## src/rtl/sy_pkg.sv

```systemverilog
`default_nettype none
// ----------------------------------------------------------------------------
// sy_pkg : shared types and constants for the sy pipeline (decode queue entry)
// Revision: 1.0
// ----------------------------------------------------------------------------
package sy_pkg;

  localparam int IWTH            = 32;
  localparam int AWTH            = 32;
  localparam int DEC_QUEUE_DEPTH = 4;
  localparam int DEC_W           = 2;

  typedef struct packed {
    logic [IWTH-1:0] instr;
    logic [AWTH-1:0] pc;
    logic [AWTH-1:0] npc;
    logic            is_c;
    logic            excp;
  } dec_entry_t;

endpackage : sy_pkg
`default_nettype wire

```

## src/rtl/sy_ppl_dec_queue_mem.sv

```systemverilog
`default_nettype none
// ----------------------------------------------------------------------------
// sy_ppl_dec_queue_mem : DEPTH x dec_entry_t register array, 1 write / DEQ_W async reads
// Revision: 1.0
// ----------------------------------------------------------------------------
module sy_ppl_dec_queue_mem
  import sy_pkg::*;
#(
  parameter int DEPTH = DEC_QUEUE_DEPTH,
  parameter int DEQ_W = DEC_W
) (
  input  logic                                 clk_i,
  input  logic                                 rst_i,
  input  logic                                 wr_en_i,
  input  logic [$clog2(DEPTH)-1:0]             wr_addr_i,
  input  dec_entry_t                           wr_data_i,
  input  logic [DEQ_W-1:0][$clog2(DEPTH)-1:0]  rd_addr_i,
  output dec_entry_t [DEQ_W-1:0]               rd_data_o
);

  dec_entry_t r_mem [DEPTH];

  always_ff @(posedge clk_i or posedge rst_i) begin
    if (rst_i) begin
      for (int i = 0; i < DEPTH; i++) begin
        r_mem[i] <= '0;
      end
    end else if (wr_en_i) begin
      r_mem[wr_addr_i] <= wr_data_i;
    end
  end

  for (genvar k = 0; k < DEQ_W; k++) begin : g_rd
    assign rd_data_o[k] = r_mem[rd_addr_i[k]];
  end

endmodule : sy_ppl_dec_queue_mem
`default_nettype wire

```

## src/rtl/sy_ppl_dec_queue.sv

```systemverilog
`default_nettype none
// ----------------------------------------------------------------------------
// sy_ppl_dec_queue : in-order fetch-to-decode queue, 1 enqueue / up to DEQ_W dequeues
// Optional SY_DEC_QUEUE_PERF_EN adds saturating empty/full cycle counters.
// Revision: 1.0
// ----------------------------------------------------------------------------
module sy_ppl_dec_queue
  import sy_pkg::*;
#(
  parameter int DEPTH = DEC_QUEUE_DEPTH,
  parameter int DEQ_W = DEC_W
) (
  input  logic                         clk_i,
  input  logic                         rst_i,
  input  logic                         flush_i,
  input  logic                         fet_dec__vld_i,
  output logic                         dec_fet__rdy_o,
  input  dec_entry_t                   fet_dec__data_i,
  output logic [DEQ_W-1:0]             dec_slot_vld_o,
  output dec_entry_t [DEQ_W-1:0]       dec_slot_data_o,
  input  logic [$clog2(DEQ_W+1)-1:0]   dec_deq_cnt_i,
  input  logic                         dec_stall_i,
  output logic [$clog2(DEPTH+1)-1:0]   dec_cnt_o
`ifdef SY_DEC_QUEUE_PERF_EN
  ,
  output logic [31:0]                  perf_empty_cyc_o,
  output logic [31:0]                  perf_full_cyc_o
`endif
);

  localparam int c_PW = $clog2(DEPTH);
  localparam int c_CW = $clog2(DEPTH+1);

  logic [c_PW-1:0]             r_rd_ptr;
  logic [c_PW-1:0]             r_wr_ptr;
  logic [c_CW-1:0]             r_count;
  logic                        w_enq;
  logic [c_CW-1:0]             w_deq_req;
  logic [c_CW-1:0]             w_deq;
  logic [DEQ_W-1:0][c_PW-1:0]  w_rd_addr;

  // Ready depends on registered occupancy only, so a full queue stays closed
  // for the cycle in which it is being drained.
  assign dec_fet__rdy_o = (r_count != c_CW'(DEPTH));
  assign w_enq          = fet_dec__vld_i && dec_fet__rdy_o && !flush_i;
  assign w_deq_req      = dec_stall_i ? '0 : c_CW'(dec_deq_cnt_i);
  assign w_deq          = (w_deq_req > r_count) ? r_count : w_deq_req;
  assign dec_cnt_o      = r_count;

  always_ff @(posedge clk_i or posedge rst_i) begin
    if (rst_i) begin
      r_rd_ptr <= '0;
      r_wr_ptr <= '0;
      r_count  <= '0;
    end else if (flush_i) begin
      r_rd_ptr <= '0;
      r_wr_ptr <= '0;
      r_count  <= '0;
    end else begin
      if (w_enq) begin
        r_wr_ptr <= r_wr_ptr + c_PW'(1);
      end
      r_rd_ptr <= r_rd_ptr + w_deq[c_PW-1:0];
      r_count  <= r_count + c_CW'(w_enq) - w_deq;
    end
  end

  for (genvar k = 0; k < DEQ_W; k++) begin : g_slot
    assign w_rd_addr[k]      = r_rd_ptr + c_PW'(k);
    assign dec_slot_vld_o[k] = (c_CW'(k) < r_count) && !flush_i;
  end

  sy_ppl_dec_queue_mem #(
    .DEPTH (DEPTH),
    .DEQ_W (DEQ_W)
  ) u_mem (
    .clk_i     (clk_i),
    .rst_i     (rst_i),
    .wr_en_i   (w_enq),
    .wr_addr_i (r_wr_ptr),
    .wr_data_i (fet_dec__data_i),
    .rd_addr_i (w_rd_addr),
    .rd_data_o (dec_slot_data_o)
  );

`ifdef SY_DEC_QUEUE_PERF_EN
  logic [31:0] r_perf_empty;
  logic [31:0] r_perf_full;

  always_ff @(posedge clk_i or posedge rst_i) begin
    if (rst_i) begin
      r_perf_empty <= '0;
      r_perf_full  <= '0;
    end else begin
      if ((r_count == '0) && (r_perf_empty != '1)) begin
        r_perf_empty <= r_perf_empty + 32'd1;
      end
      if ((r_count == c_CW'(DEPTH)) && (r_perf_full != '1)) begin
        r_perf_full <= r_perf_full + 32'd1;
      end
    end
  end

  assign perf_empty_cyc_o = r_perf_empty;
  assign perf_full_cyc_o  = r_perf_full;
`endif

`ifndef SYNTHESIS
  // Consuming more slots than are valid is an upstream protocol error (clamped above).
  a_deq_overrun : assert property (@(posedge clk_i) disable iff (rst_i)
    (!flush_i && !dec_stall_i && (r_count != '0)) |-> (c_CW'(dec_deq_cnt_i) <= r_count));
`endif

endmodule : sy_ppl_dec_queue
`default_nettype wire

```

## config.mk

```make
export PLATFORM = sky130hd
export DESIGN_NAME = sy_ppl_dec_queue
export DESIGN_NICKNAME = d
export VERILOG_FILES = /design/src/rtl/sy_pkg.sv /design/src/rtl/sy_ppl_dec_queue_mem.sv /design/src/rtl/sy_ppl_dec_queue.sv
export SDC_FILE = /design/constraint.sdc
export NUM_CORES = 1
export LEC_CHECK = 0
export CORE_MARGIN = 4
export CORE_UTILIZATION = 45
export DETAILED_ROUTE_END_ITERATION = 8
export PLACE_DENSITY = 0.71
export SLEW_MARGIN = 10
export SYNTH_ARGS = -nofsm -noshare
export SYNTH_HDL_FRONTEND = slang
export SYNTH_HIERARCHICAL = 1
export SYNTH_SLANG_ARGS = --single-unit
```

## constraint.sdc

```tcl
create_clock -name clk_i -period 13.9 [get_ports clk_i]
set_clock_uncertainty 0.1 [all_clocks]
set_input_delay 1.39 -clock clk_i [delete_from_list [all_inputs] [get_ports clk_i]]
set_output_delay 1.39 -clock clk_i [all_outputs]
set_load 0.005 [all_outputs]
```

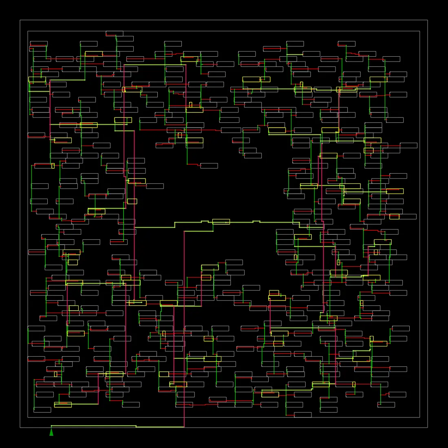
run_1/final_clocks.png
insertion delay to the later sink of the worst-skew pair: 0.55 ns
number of buffers added by the clock tree synthesis step: 44
power attributed to the clock group: 1.12 mW

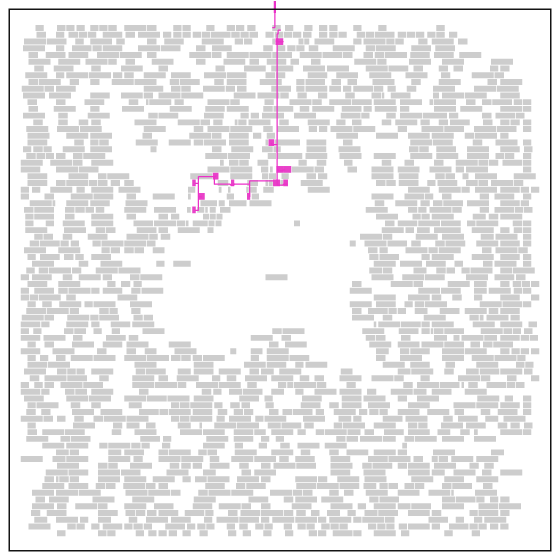
run_1/port_nets.png
| colour | port | direction | edge | end cells | buffers | wire |
|---|---|---|---|---|---|---|
| magenta | flush_i | input | top | 13 | 1 | 146 um |

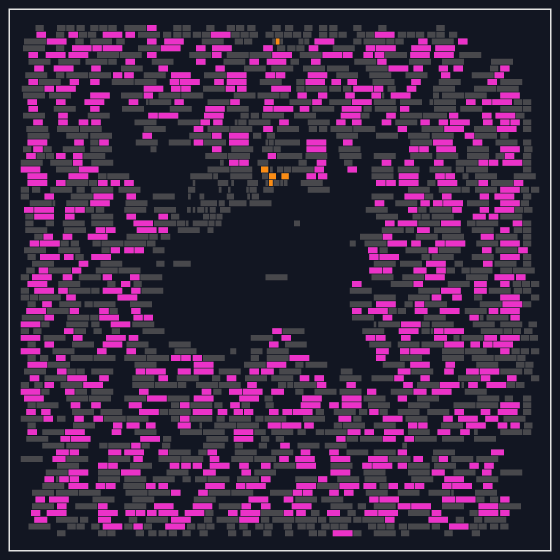
run_1/gate_families.png
| colour | family | cells | most used |
|---|---|---|---|
| orange | inverting AOI/OAI gates | 5 | a21oi_1 |
| magenta | multiplexers | 589 | mux2_2 |

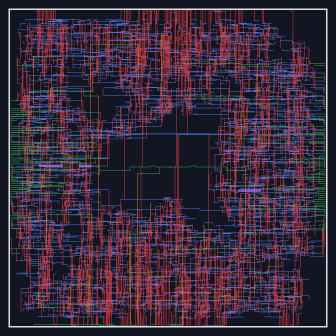
run_1/metal_stack.png
| colour | layer | wire length |
|---|---|---|
| red | met2 | 24.9 mm |
| purple | met5 | 35.9 um |
| blue | met1 | 20,000 um |
| orange | met4 | 1,030 um |
| green | met3 | 2,680 um |
WL per Instance: 24.0 um
vias after detailed routing: 11,639

==> notes.org, run 1 <==
#+TITLE: Implementation results

** Run status
- Status :: complete, no violations

** Die
- Die Footprint :: 0.0476 mm^2
- Starting density of the core :: 45.8%
- For this design the top-level I/O count stands at 307.
- According to the floorplan report, the placeable core area is 0.0434 mm^2.

** STA
- Final setup TNS :: 0 ns
- Setup repair after global routing missed its margin :: false
- The last timing report of the flow puts the setup violation total at 0.

** Synthesis
- The synthesis report gives the async set-or-reset register share as 100%.
- Synth unique cells :: 32
- Area of the mapped netlist :: 0.0199 mm^2
- Cell count listed in synth_stat.txt :: 1,128
- Per Yosys stat, the portion of area used by sequential elements is 50.3%.
- Yosys warnings :: 6
- In this run the mean area of a mapped cell was 17.6 um^2.

** Clocking
- Clock-pin slew on the worst setup and hold paths :: 0.06 ns
- The H-tree was split into 2 levels.
- The post-CTS hold buffer count recorded in the log is 0.
- CTS placed an instance of clkbuf_16 at the clock tree root.

** Cells and area
- Layout overhead on the synthesized area :: 24.4%
- Layout cell share with drive strength beyond 1 :: 47.0%
- Excluding fillers, the count of instances in the completed layout stands at 2,021.

** Setup path
- Highest fanout seen on the critical path :: 49
- STA classifies the critical path startpoint as a flip-flop.
- Critical path, cell by cell :: xor2_4 > buf_4 > mux4_2 > clkdlybuf4s50_1
- Type of destination of the critical path :: output port

** GRT
- Wire length of the first global-routing pass :: 76.3 mm
- After global routing the overflow that remains totals 0.
- Number of global-route vias before repair :: 12,879

** Route
- The detailed router finished its first iteration with 609 violations.
- Final routed wirelength across all metal layers :: 48.6 mm
- After detailed routing, the number of vias per cell comes to 5.76.
- Count of unresolved DRC violations after routing :: 0
- Router iterations before antenna repair :: 6
- Antenna violation net count after detailed routing :: 0

** Placed design
- Buffers on Ports :: 306
- Placer congestion estimate :: 0.739
-- run 1: cell usage in the layout (no fill, tap or decap), drive strengths merged, types with 4 or more instances in the layout --
cell / n
buf: 16
clkbuf: 67
clkdlybuf4s50: 306
clkinv: 4
dfrtp: 399
ha: 6
inv: 9
mux2: 392
mux4: 196
nor2: 7
xor2: 4
-- run 1: area by class of cell --
cell class / count / area [um^2]
fillers: 3426 / 18700
multi-input cells: 632 / 9360
repair buffers: 322 / 3200
well taps: 585 / 732
inverters: 9 / 43.8
clock buffers: 67 / 1330
flip-flops and latches: 399 / 9990
clock inverters: 5 / 50.0
diodes: 2 / 5.00
-- run 1: metrics by stage --
stage	setup slack (ns)	cell area, um^2	total power [mW]
global placement	8.62	23300	5.51
CTS	7.95	24700	6.75
detailed placement	8.58	23300	5.58
finish	8.09	24700	6.65
floorplan	1.51	19900	3.91
global route	7.79	24700	7.04
-- run 1: logic make-up after synthesis --
family	count (synthesis)	share of synthesized area, %
compound gates	5	0.183
mux	589	45.3
buf+inv	97	2.78
simple gates	25	0.769
flops	399	50.3
fa+ha+maj	7	0.479
xor+xnor	6	0.265
-- run 1: routing by layer --
| metal | part of all wire (%) | routed length, um |
|---|---|---|
| met3 | 5.5 | 2680 |
| met4 | 2.1 | 1030 |
| met1 | 41 | 20000 |
| met2 | 51 | 24900 |
| met5 | 0.072 | 35 |
-- run 1: synthesized netlist by cell type (all sizes together) (2+ instances only) --
cell	instances	share of area, %
mux2	392	23
xor2	4	0.18
dfrtp	399	50
a21oi	3	0.094
nor2	7	0.13
buf	88	2.6
nand3	2	0.076
nand2	2	0.038
inv	9	0.17
mux4	196	22
xnor2	2	0.088
nor2b	3	0.094
nand3b	3	0.11
ha	6	0.38
-- run 1: where the power goes --
| group | switching [mW] | internal [mW] |
|---|---|---|
| Sequential | 0.424 | 1.68 |
| Clock | 0.451 | 0.670 |
| Combinational | 1.14 | 2.28 |
-- run 1: state kept, by name, summed over array words and instances (netlist names) --
register / flops
u_mem/r_mem: 392
dec_cnt_o: 3
r_rd_ptr: 2
r_wr_ptr: 2
-- run 1: path summary, 6_finish.rpt --
check,endpoint,slack [ns]
setup / recovery,dec_slot_data_o[164],8.09
hold / removal,u_mem/r_mem[35],0.42
setup reg to reg,u_mem/r_mem[52],10.45
hold reg to reg,u_mem/r_mem[35],0.42
max in group asynchronous,u_mem/r_mem[309],10.40
min in group asynchronous,r_rd_ptr[0],1.18
==> run 2, diff against run 1 <==
==> constraint.sdc (replaced) <==
create_clock -name clk_i -period 6 [get_ports clk_i]
set_clock_uncertainty 0.1 [all_clocks]
set_input_delay 0.6 -clock clk_i [delete_from_list [all_inputs] [get_ports clk_i]]
set_output_delay 0.6 -clock clk_i [all_outputs]
set_load 0.005 [all_outputs]
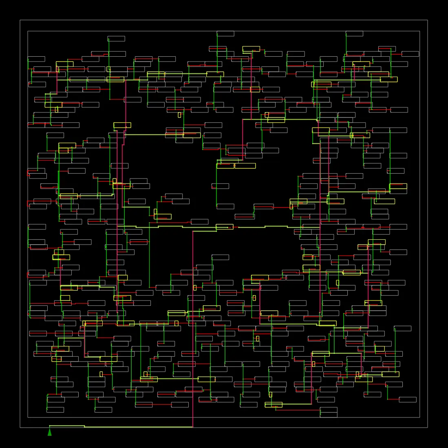
run_2/final_clocks.png
count of clock-net buffers in the final layout: 70
number of flip-flops and latches: 399
power attributed to the clock group: 2.68 mW

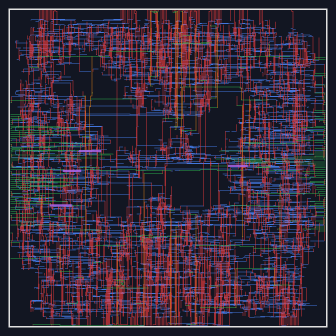
run_2/metal_stack.png
aggregate global-route resource usage: 20.6%
vias after detailed routing: 11,665

==> notes.org, run 2 <==
#+TITLE: Implementation results

** Synthesis
- Fraction of synthesis flops using an asynchronous set or reset pin :: 100%
- The cell type that accounts for the most area after synthesis is dfrtp_1.
- Adder and majority cell fraction of the synthesized area :: 0.479%
- In the synthesized netlist, the number of instances is 1,128.
- The warning tally printed by Yosys for this design is 6.
- Top cells by area :: dfrtp_1, mux4_2, mux2_2
- After synthesis, the mean cell area works out to 17.6 um^2.
- Yosys top cell area share :: 50.3%
- Synth Area in XOR/XNOR :: 0.265%
- Summing the areas of all and, or, nand and nor instances in the mapped netlist gives 0.769% of the synthesized area.
- Part of the Yosys area used for sequential elements :: 50.3%
- Area of the mapped netlist :: 0.0199 mm^2
- After synthesis, the netlist uses 32 different library cells.
- Mux frac, synth :: 45.3%
- Leading cell type by number of instances after synthesis :: dfrtp_1
- YS chip area :: 0.0199 mm^2
- Yosys reports that the most numerous cell types are dfrtp_1, mux2_2, mux4_2.

** Setup path
- Type of destination of the critical path :: output port
- Highest fanout seen on the critical path :: 56
- Crit start category :: flip-flop

** Route
- Count of unresolved DRC violations after routing :: 0
- Initial DRC count :: 651
- WL per Instance :: 23.8 um
- Summed over all layers, the routed wires come to 48.3 mm.

** Clocking
- After clock tree synthesis, the clock-pin slew on the worst setup and hold paths is 0.06 ns.
- H-tree lvl count :: 2
- Clk root buf :: clkbuf_16
- Number of buffers added by the clock tree synthesis step :: 45
- The report puts the hold buffer count at CTS at 0.

** Run status
- The flow ran to the end, and the final reports show no timing, DRC or antenna violations.

** STA
- Setup repair after global routing missed its margin :: false
- Final Hold Violating Endpoints :: 0
- For the final routed database, the setup TNS stands at 0 ns.
- Setup violation total in the final timing report :: 0
- Worst-margin pin slew :: 1.01 ns

** GRT
- Wire length of the first global-routing pass :: 76.6 mm
- Per the GRT congestion report, total overflow comes to 0.
- Number of global-route vias before repair :: 12,973

** Die
- In this run the full chip footprint comes out at 0.0476 mm^2.
- For this configuration, the core starts out at a cell density of 45.8%.
- In this run the standard cell core region covers 0.0434 mm^2.

** Placed design
- Per the gpl log, the routability congestion estimate is 0.757.

** Worst hold path
- STA reports the tightest min-delay check as being of type in2async.

** Cells and area
- The register with the most flip-flops in the layout has 392 of them.
- Counting only logic cells after layout, the most numerous master is dfrtp_1.
- Layout overhead on the synthesized area :: 25.2%
- Most frequent cells in the layout :: dfrtp_1, mux2_2, clkdlybuf4s50_1

** Power and ir drop
- Total Power Consumption :: 15.5 mW
==> run 2: cell counts after synthesis <==
No cell type changed its count.
==> run 2: through the flow <==
stage          setup WS (ns)  util (%)  cells  area [um^2]  hold WS [ns]
2_1_floorplan         0.0261         -   1128        19900         0.303
3_3_place_gp            1.95      54.0   1950        23400         0.387
3_5_place_dp            1.91      54.0   1950        23400         0.407
4_1_cts                 1.28      57.3   2028        24900         0.257
5_1_grt                 1.17      57.3   2031        24900         0.306
6_report                1.40      57.3   2031        24900         0.297
==> run 2: cell type report <==
cell class	count	area, um^2
antenna	3	7.51
clock buffer	70	1310
clock inverter	8	115
fill	3434	18500
inverter	9	40.0
multi-input combinational	632	9360
sequential	399	9990
tap	585	732
timing repair buffer	325	3310
==> run 2: metal layers <==
| metal | vias up | track usage (%) | share of wire, % |
|---|---|---|---|
| met1 | 6301 | 26.8 | 41 |
| met5 | - | 0 | 0.10 |
| li1 | 4974 | - | - |
| met4 | 8 | 6.93 | 2.9 |
| met2 | 306 | 34.2 | 49 |
| met3 | 76 | 5.35 | 6.3 |
==> run 2: power breakdown <==
part	switching, mW	total [mW]	internal [mW]	leakage [nW]
sequential	0.964	4.86	3.90	5.04
combinational	2.64	7.98	5.34	4.75
clock	1.06	2.68	1.62	0.700
total	4.66	15.5	10.9	10.5
==> run 2: worst paths after layout <==
kind / from / endpoint / slack, ns / depth (start not counted)
min in group clk_i: u_mem/r_mem[0] / u_mem/r_mem[0] / 0.42 / 1
setup / recovery: r_rd_ptr[0] / dec_slot_data_o[116] / 1.40 / 4
hold / removal: rst_i / r_wr_ptr[0] / 0.30 / 2
setup reg to reg: dec_cnt_o[2] / u_mem/r_mem[59] / 2.89 / 7
hold reg to reg: u_mem/r_mem[0] / u_mem/r_mem[0] / 0.42 / 1
max in group asynchronous: rst_i / u_mem/r_mem[81] / 4.04 / 4
==> run 2: worst max-delay path, cell delays in order, from the launching register on <==
cell             delay, ns
dfrtp_4               1.07
xor2_4                0.82
buf_12                0.37
mux4_2                0.55
clkdlybuf4s50_1       0.50
==> run 2: cell families (layout without fill, tap and decap cells) <==
logic type / Yosys count / in the layout
AND-OR/OR-AND: 5 / 5
buffers and inverters: 97 / 412
flip-flops: 399 / 399
AND/OR/NAND/NOR: 25 / 25
XOR/XNOR: 6 / 6
other: 0 / 3
multiplexers: 589 / 589
adder cells (fa/ha/maj): 7 / 7
==> run 3, diff against run 2 <==
--- a/config.mk
+++ b/config.mk
@@ -8,7 +8,7 @@
 export CORE_MARGIN = 4
 export CORE_UTILIZATION = 45
 export DETAILED_ROUTE_END_ITERATION = 8
-export PLACE_DENSITY = 0.71
+export PLACE_DENSITY = 0.73
 export SLEW_MARGIN = 10
 export SYNTH_ARGS = -nofsm -noshare
 export SYNTH_HDL_FRONTEND = slang
==> constraint.sdc (replaced) <==
create_clock -name clk_i -period 4 [get_ports clk_i]
set_clock_uncertainty 0.1 [all_clocks]
set_input_delay 0.4 -clock clk_i [delete_from_list [all_inputs] [get_ports clk_i]]
set_output_delay 0.4 -clock clk_i [all_outputs]
set_load 0.005 [all_outputs]
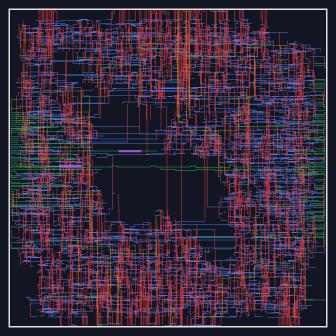
run_3/metal_stack.png
| colour | layer | wire length |
|---|---|---|
| red | met2 | 23.9 mm |
| blue | met1 | 20.5 mm |
| purple | met5 | 27.6 um |
| green | met3 | 2,880 um |
| orange | met4 | 1,370 um |

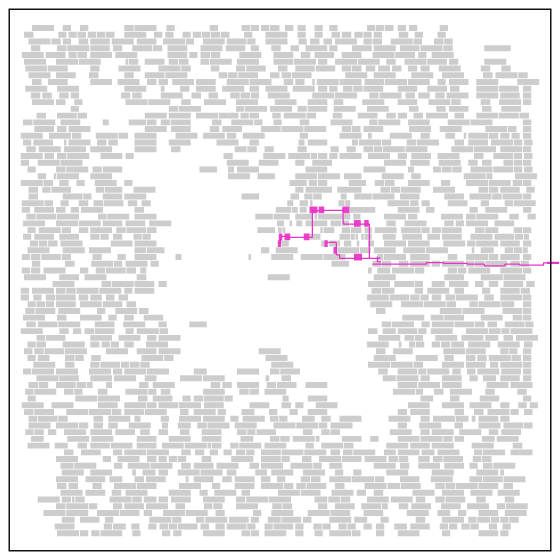
run_3/port_nets.png
Buffers on Ports: 306
top-level port count: 307

==> notes.org, run 3 <==
#+TITLE: Implementation results

** Run status
- Status :: complete, no violations

** Setup path
- Counting buffers and inverters, the worst setup path is 4 cells deep.
- The timing report gives the worst reg2reg path a setup slack of 1.11 ns.
- Logic depth along the worst register-to-register path is recorded as 12.
- Traced cell by cell, the critical path runs through xor2_4 > buf_12 > mux4_2 > clkdlybuf4s50_1.
- Maximum single-stage delay on the critical path :: 0.58 ns
- Worst setup endpoint :: dec_slot_data_o[172]
- The timing report attributes the biggest portion of critical-path delay to buffers and inverters.
- STA classifies the critical path startpoint as a flip-flop.
- Highest fanout seen on the critical path :: 56
- Type of destination of the critical path :: output port
- Library cell contributing the largest single delay on the critical path :: mux4_2
- STA lists the endpoint of the worst register-to-register path as dec_cnt_o[2].

** Synthesis
- The top cell type by area accounts for 50.3% of the synthesized area.
- YS chip area :: 0.0199 mm^2
- For reference, the post-synthesis area per instance comes to 17.6 um^2.
- In the post-synthesis netlist, the biggest area contributors are dfrtp_1, mux4_2, mux2_2.
- After technology mapping, the gate count stands at 1,128.
- Cell count listed in synth_stat.txt :: 1,128
- Fraction of synthesis flops using an asynchronous set or reset pin :: 100%
- The cell-mix breakdown from Yosys lists the simple-gate area share as 0.769%.
- Most instantiated cells after synthesis :: dfrtp_1, mux2_2, mux4_2
- Mux frac, synth :: 45.3%
- The synthesized netlist contains 32 unique library cells.
- For this run, the register share of the synthesized area comes to 50.3%.
- Adder and majority cell fraction of the synthesized area :: 0.479%

** Route
- In the log, the iteration count for the first detailed-route pass is 4.
- The routed layout reports a DRC error count of 0.
- The detailed router finished its first iteration with 715 violations.
- Vias after detailed routing :: 11,800
- Using the TritonRoute via totals, the vias-per-cell ratio works out to 5.77.
- Final routed wirelength across all metal layers :: 48.7 mm
- WL per Instance :: 23.8 um

** Die
- Before placement the cells fill 45.8% of the core.
- Core Footprint :: 0.0434 mm^2
- Die Footprint :: 0.0476 mm^2

** Worst hold path
- According to the hold report, the worst path is of the in2async type.

** Cells and area
- Counting flops per register, the top entry is u_mem/r_mem.
- For this run, the script counts the antenna cells in the layout as 0.
- After routing the design area is 0.0251 mm^2.
- The layout summary lists the proportion of cells stronger than drive strength 1 as 48.0%.
- The area growth from synthesis to layout is 26.4%.
- Fill cell instance count of the final layout :: 3,413
- Final non-filler cell total :: 2,045

** Clocking
- The tree is rooted in a clkbuf_16.
- H-tree lvl count :: 2
- Per the skew report, the later register of the worst-skew pair sees a clock latency of 0.56 ns.
- Clock-pin slew on the worst setup and hold paths :: 0.06 ns
- Hold buffer count at cts :: 0

** GRT
- Aggregate global-route resource usage :: 20.6%
- Overall overflow remaining after global route :: 0

** STA
- Setup repair after global routing missed its margin :: false
- Hold timing on the final database bottoms out at a slack of 0.0919 ns.
- Looking at the max-slew report, the worst-margin pin has a slew of 0.841 ns.
- Summed over all failing endpoints, the final setup total negative slack is 0 ns.
- In the final report, the number of hold violations comes to 0.

** Placed design
- Counting tap cells, the placed design contains a total of 1,962 instances.
- Post-placement cell area :: 0.0236 mm^2
run 3: worst min path at each step:
stage	start	endpoint	slack [ns]	cells past startpoint
6_report	rst_i	r_rd_ptr[1]	0.09	2
2_1_floorplan	rst_i	dec_cnt_o[0]	0.10	1
3_5_place_dp	u_mem/r_mem[203]	u_mem/r_mem[203]	0.41	1
5_1_grt	rst_i	r_rd_ptr[1]	0.13	2
3_3_place_gp	u_mem/r_mem[7]	u_mem/r_mem[7]	0.39	1
4_1_cts	rst_i	r_rd_ptr[1]	0.08	2
run 3: metrics by stage:
| step | setup slack [ns] | util, % |
|---|---|---|
| 2_1_floorplan | -1.77 | - |
| 3_3_place_gp | 0.430 | 54.4 |
| 3_5_place_dp | 0.361 | 54.4 |
| 4_1_cts | 0.539 | 57.9 |
| 5_1_grt | 0.464 | 57.9 |
| 6_report | 0.601 | 57.9 |
run 3: cells by family (layout without fill, tap and decap cells):
group	count (synthesis)	count (layout)
AOI/OAI and AO/OA	5	5
and+or+nand+nor	25	25
xor gates and xnor gates	6	6
DFF	399	399
buffers and inverters	97	429
adders and majority gates	7	7
muxes	589	589
run 3: layout make-up:
class | count | area, um^2 | share of cell area (%)
tap | 585 | 732 | 2.92
sequential | 399 | 9990 | 39.8
clock buffer | 68 | 1380 | 5.48
clock inverter | 15 | 136 | 0.543
multi-input combinational | 632 | 9360 | 37.3
timing repair buffer | 337 | 3470 | 13.8
inverter | 9 | 40.0 | 0.159
run 3: power by group:
part	internal, mW	switching, mW	total (mW)
combinational	8.03	4.18	12.2
clock	2.50	1.66	4.16
sequential	5.85	1.27	7.11
total	16.4	7.11	23.5
run 3: per-layer routing:
layer | share of wire, % | wire (um) | GRT usage (%)
met1 | 42 | 20500 | 27.5
met2 | 49 | 23900 | 33.8
met3 | 5.9 | 2880 | 5.13
met4 | 2.8 | 1370 | 6.24
met5 | 0.055 | 27 | 0

==> screenshots <==
Clock wires, drivers and flops.
Scale bar: 50 um.
shot_01.png
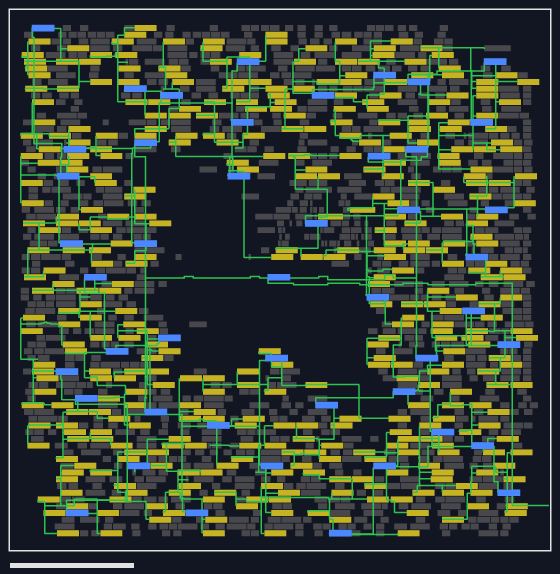
shot_02.png
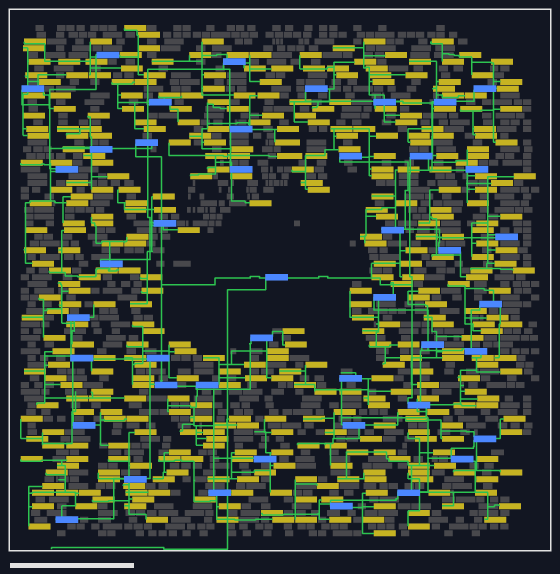
run 1 -> shot_02.png
run 3 -> shot_01.png

Key to shot_01.png:
[blue] cells driving clock nets | count: 46
[yellow] flip-flops | count: 399
[green] clock wires | length: 5,480 um
flops lie: widely spread
routed clock nets: 47

Power figures rest on the tool's default switching activity, not on a simulated workload.
